==> config.mk <==
export PLATFORM = sky130hd
export DESIGN_NAME = tri_solve_block
export DESIGN_NICKNAME = d
export VERILOG_FILES = /design/src/rtl/tri_solve_block.sv
export SDC_FILE = /design/constraint.sdc
export NUM_CORES = 2
export LEC_CHECK = 0
export CAP_MARGIN = 20
export CORE_AREA = 2 2 263 265
export DETAILED_ROUTE_END_ITERATION = 16
export DIE_AREA = 0 0 265 267
export HOLD_SLACK_MARGIN = 0.1
export PLACE_DENSITY = 0.78
export SYNTH_ARGS = -nofsm -noshare
export SYNTH_HDL_FRONTEND = slang
export SYNTH_SLANG_ARGS = --single-unit
==> constraint.sdc <==
create_clock -name clk -period 32.4 [get_ports clk]
set_input_delay 4.86 -clock clk [delete_from_list [all_inputs] [get_ports clk]]
set_output_delay 4.86 -clock clk [all_outputs]
set_load 0.05 [all_outputs]
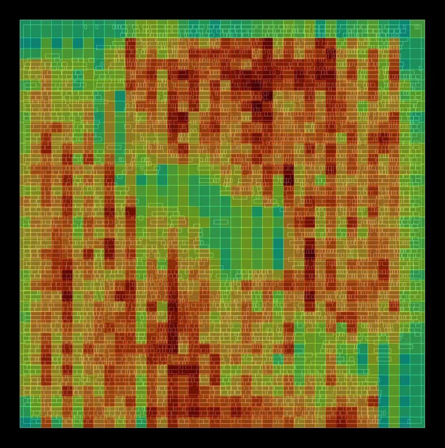
congestion_map.png
overall track demand over capacity in global routing: 31.8%
busiest metal layer after global routing: met2

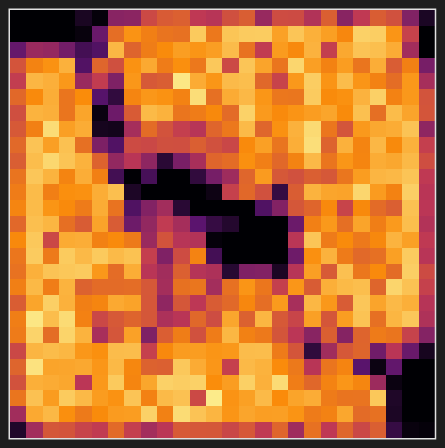
util_map.png
The die is cut into 26 by 27 equal tiles; black is low, pale yellow is high, 0 to 100% covered.
emptiest ninth of the die = centre
mean over tiles = 62%
nearly empty tiles = 6.1%
tiles over 75% full = 38%
fullest tile = 96%
core area: 68,000 sq um
effective utilization at floorplan: 52.4%

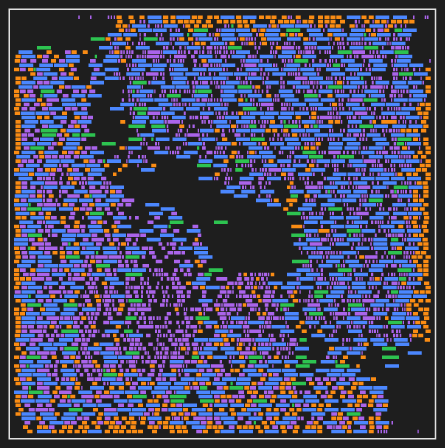
class_map.png
blue -> registers  # cells 757, share of their area 43%
green -> clock drivers and dummy loads  # cells 147, share of their area 6.2%
orange -> remaining buffers and delay cells  # cells 675, share of their area 15%
purple -> remaining logic cells  # cells 2,340, share of their area 35%
final instance area: 45,000 sq um
flop share of the area: 42.1%
Post-Route Utilization: 66.2%
Cell Rows: 96

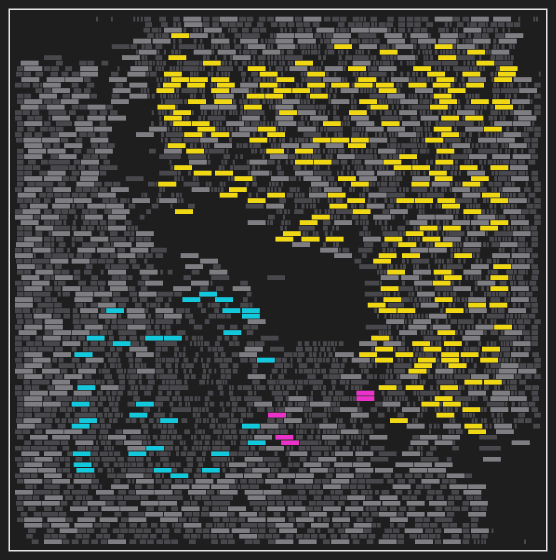
ff_map.png
Other sequential cells in the stronger grey, the rest of the logic in the fainter grey.
magenta -> l_addr  # sequential cells 5, where bottom centre
cyan -> acc_q  # sequential cells 32
yellow -> y_q  # sequential cells 192
not coloured = 528
sequential cell area: 19,000 sq um
sequential power: 0.00142 W

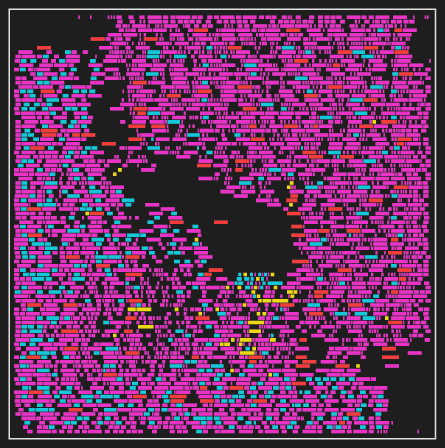
sizing.png
yellow -> x3 and x4  # cells 47
red -> x6 and larger  # cells 114
magenta -> x1 and smaller  # cells 3,345
cyan -> x2  # cells 413
Final Worst Setup Slack: 23.39 ns
non-clock buffer instance count of the final layout: 675
Area Overhead vs Synth: 26.2%

==> qor.rpt <==
==========================================================================
Switching fraction of total power ...........................        40.6%
Final critical-path required period .........................      9.01 ns
Total power divided by cell area ............................ 93.9 nW/um^2
Die height ..................................................       267 um
Status ...................................................... finished clean
Post-synthesis instance area ................................ 35,700 sq um
Worst Path Required .........................................     32.90 ns
Fin Clk Skew ................................................    0.0282 ns
Arrival time of the worst setup path ........................      9.51 ns
Sinks on the clock net ......................................          757
Ratio of routed vias to standard cells ......................         5.92
Mean Syn Cell Area ..........................................   10.5 sq um
Net switching power .........................................    0.00172 W
Pin count of the biggest net entering global routing ........          257
Residual antenna-violating net count after detailed routing .            0
Max-slew violation count ....................................            0
Dominant cell area share ....................................        53.1%
Total length of routed wires ................................       113 mm
Peak supply drop ............................................  0.0000831 V
Clock network fraction of total power .......................        22.3%
Highest Clock Rate ..........................................      111 MHz
Total tool warning count ....................................           80
==========================================================================
==> metal layers <==
layer  wire length, um  vias up  track usage, %
met3              9670      337            8.05
met1             42000    14100            38.6
li1                  -    12800               -
met2             54000     1327            51.4
met4              7380       12            19.6
met5                86        -               0
==> critical path, stage by stage <==
cell	delay, ns
clkdlybuf4s50_1	0.58
o221ai_4	0.22
a21o_2	0.60
nor2_4	0.21
buf_4	0.69
buf_4	0.91
buf_4	0.82
mux2_2	0.43
==> layout by cell type, fill, tap and decap left out, types with 28 or more instances in the layout <==
cell type | Yosys | routed
dfrtp_1 | 757 | 754
clkdlybuf4s50_1 | 0 | 636
a21oi_1 | 435 | 435
nor2_1 | 408 | 406
nand2_1 | 317 | 304
mux2_2 | 300 | 300
o21ai_0 | 259 | 259
clkbuf_16 | 0 | 81
mux4_2 | 64 | 64
a22oi_1 | 62 | 62
inv_1 | 50 | 48
ha_1 | 49 | 48
a211oi_1 | 35 | 35
buf_4 | 34 | 35
nor3_1 | 34 | 33
mux2i_1 | 28 | 28
==> cell families after synthesis <==
family / Yosys count / synth area share [%]
adders and majority gates: 53 / 1.94
xor gates and xnor gates: 37 / 0.909
DFF: 757 / 53.1
and+or+nand+nor: 836 / 9.46
buffers and inverters: 353 / 4.44
muxes: 417 / 15.1
other: 1 / 0.0105
AOI/OAI and AO/OA: 928 / 15.0
==> power groups by stage <==
stage	clock network, W	logic (W)	registers, W
2_1_floorplan	0	0.00108	0.00163
3_3_place_gp	0	0.00182	0.00142
3_5_place_dp	0	0.00185	0.00143
4_1_cts	0.000957	0.00186	0.00142
5_1_grt	0.000994	0.00198	0.00145
6_report	0.000944	0.00186	0.00142
==> per-stage QoR <==
stage	hold slack [ns]	area (sq um)	instances	util (%)	setup WS, ns
after global routing	0.500	45000	4808	66.2	23.16
final	0.480	45000	4811	66.2	23.39
after detailed placement	0.465	42200	4653	62.1	22.83
after floorplan	0.452	35700	3397	-	6.29
after global placement	0.463	42200	4653	62.1	22.77
after CTS	0.482	44900	4800	66.1	23.45
==> area by class of cell <==
type	instances	area [sq um]
antenna	10	25.0
sequential	757	19000
timing repair buffer	675	6720
inverter	53	206
clock buffer	122	2330
multi-input combinational	2287	15300
fill	5182	23000
clock inverter	25	368
tap	882	1100
Power figures rest on the tool's default switching activity, not on a simulated workload.
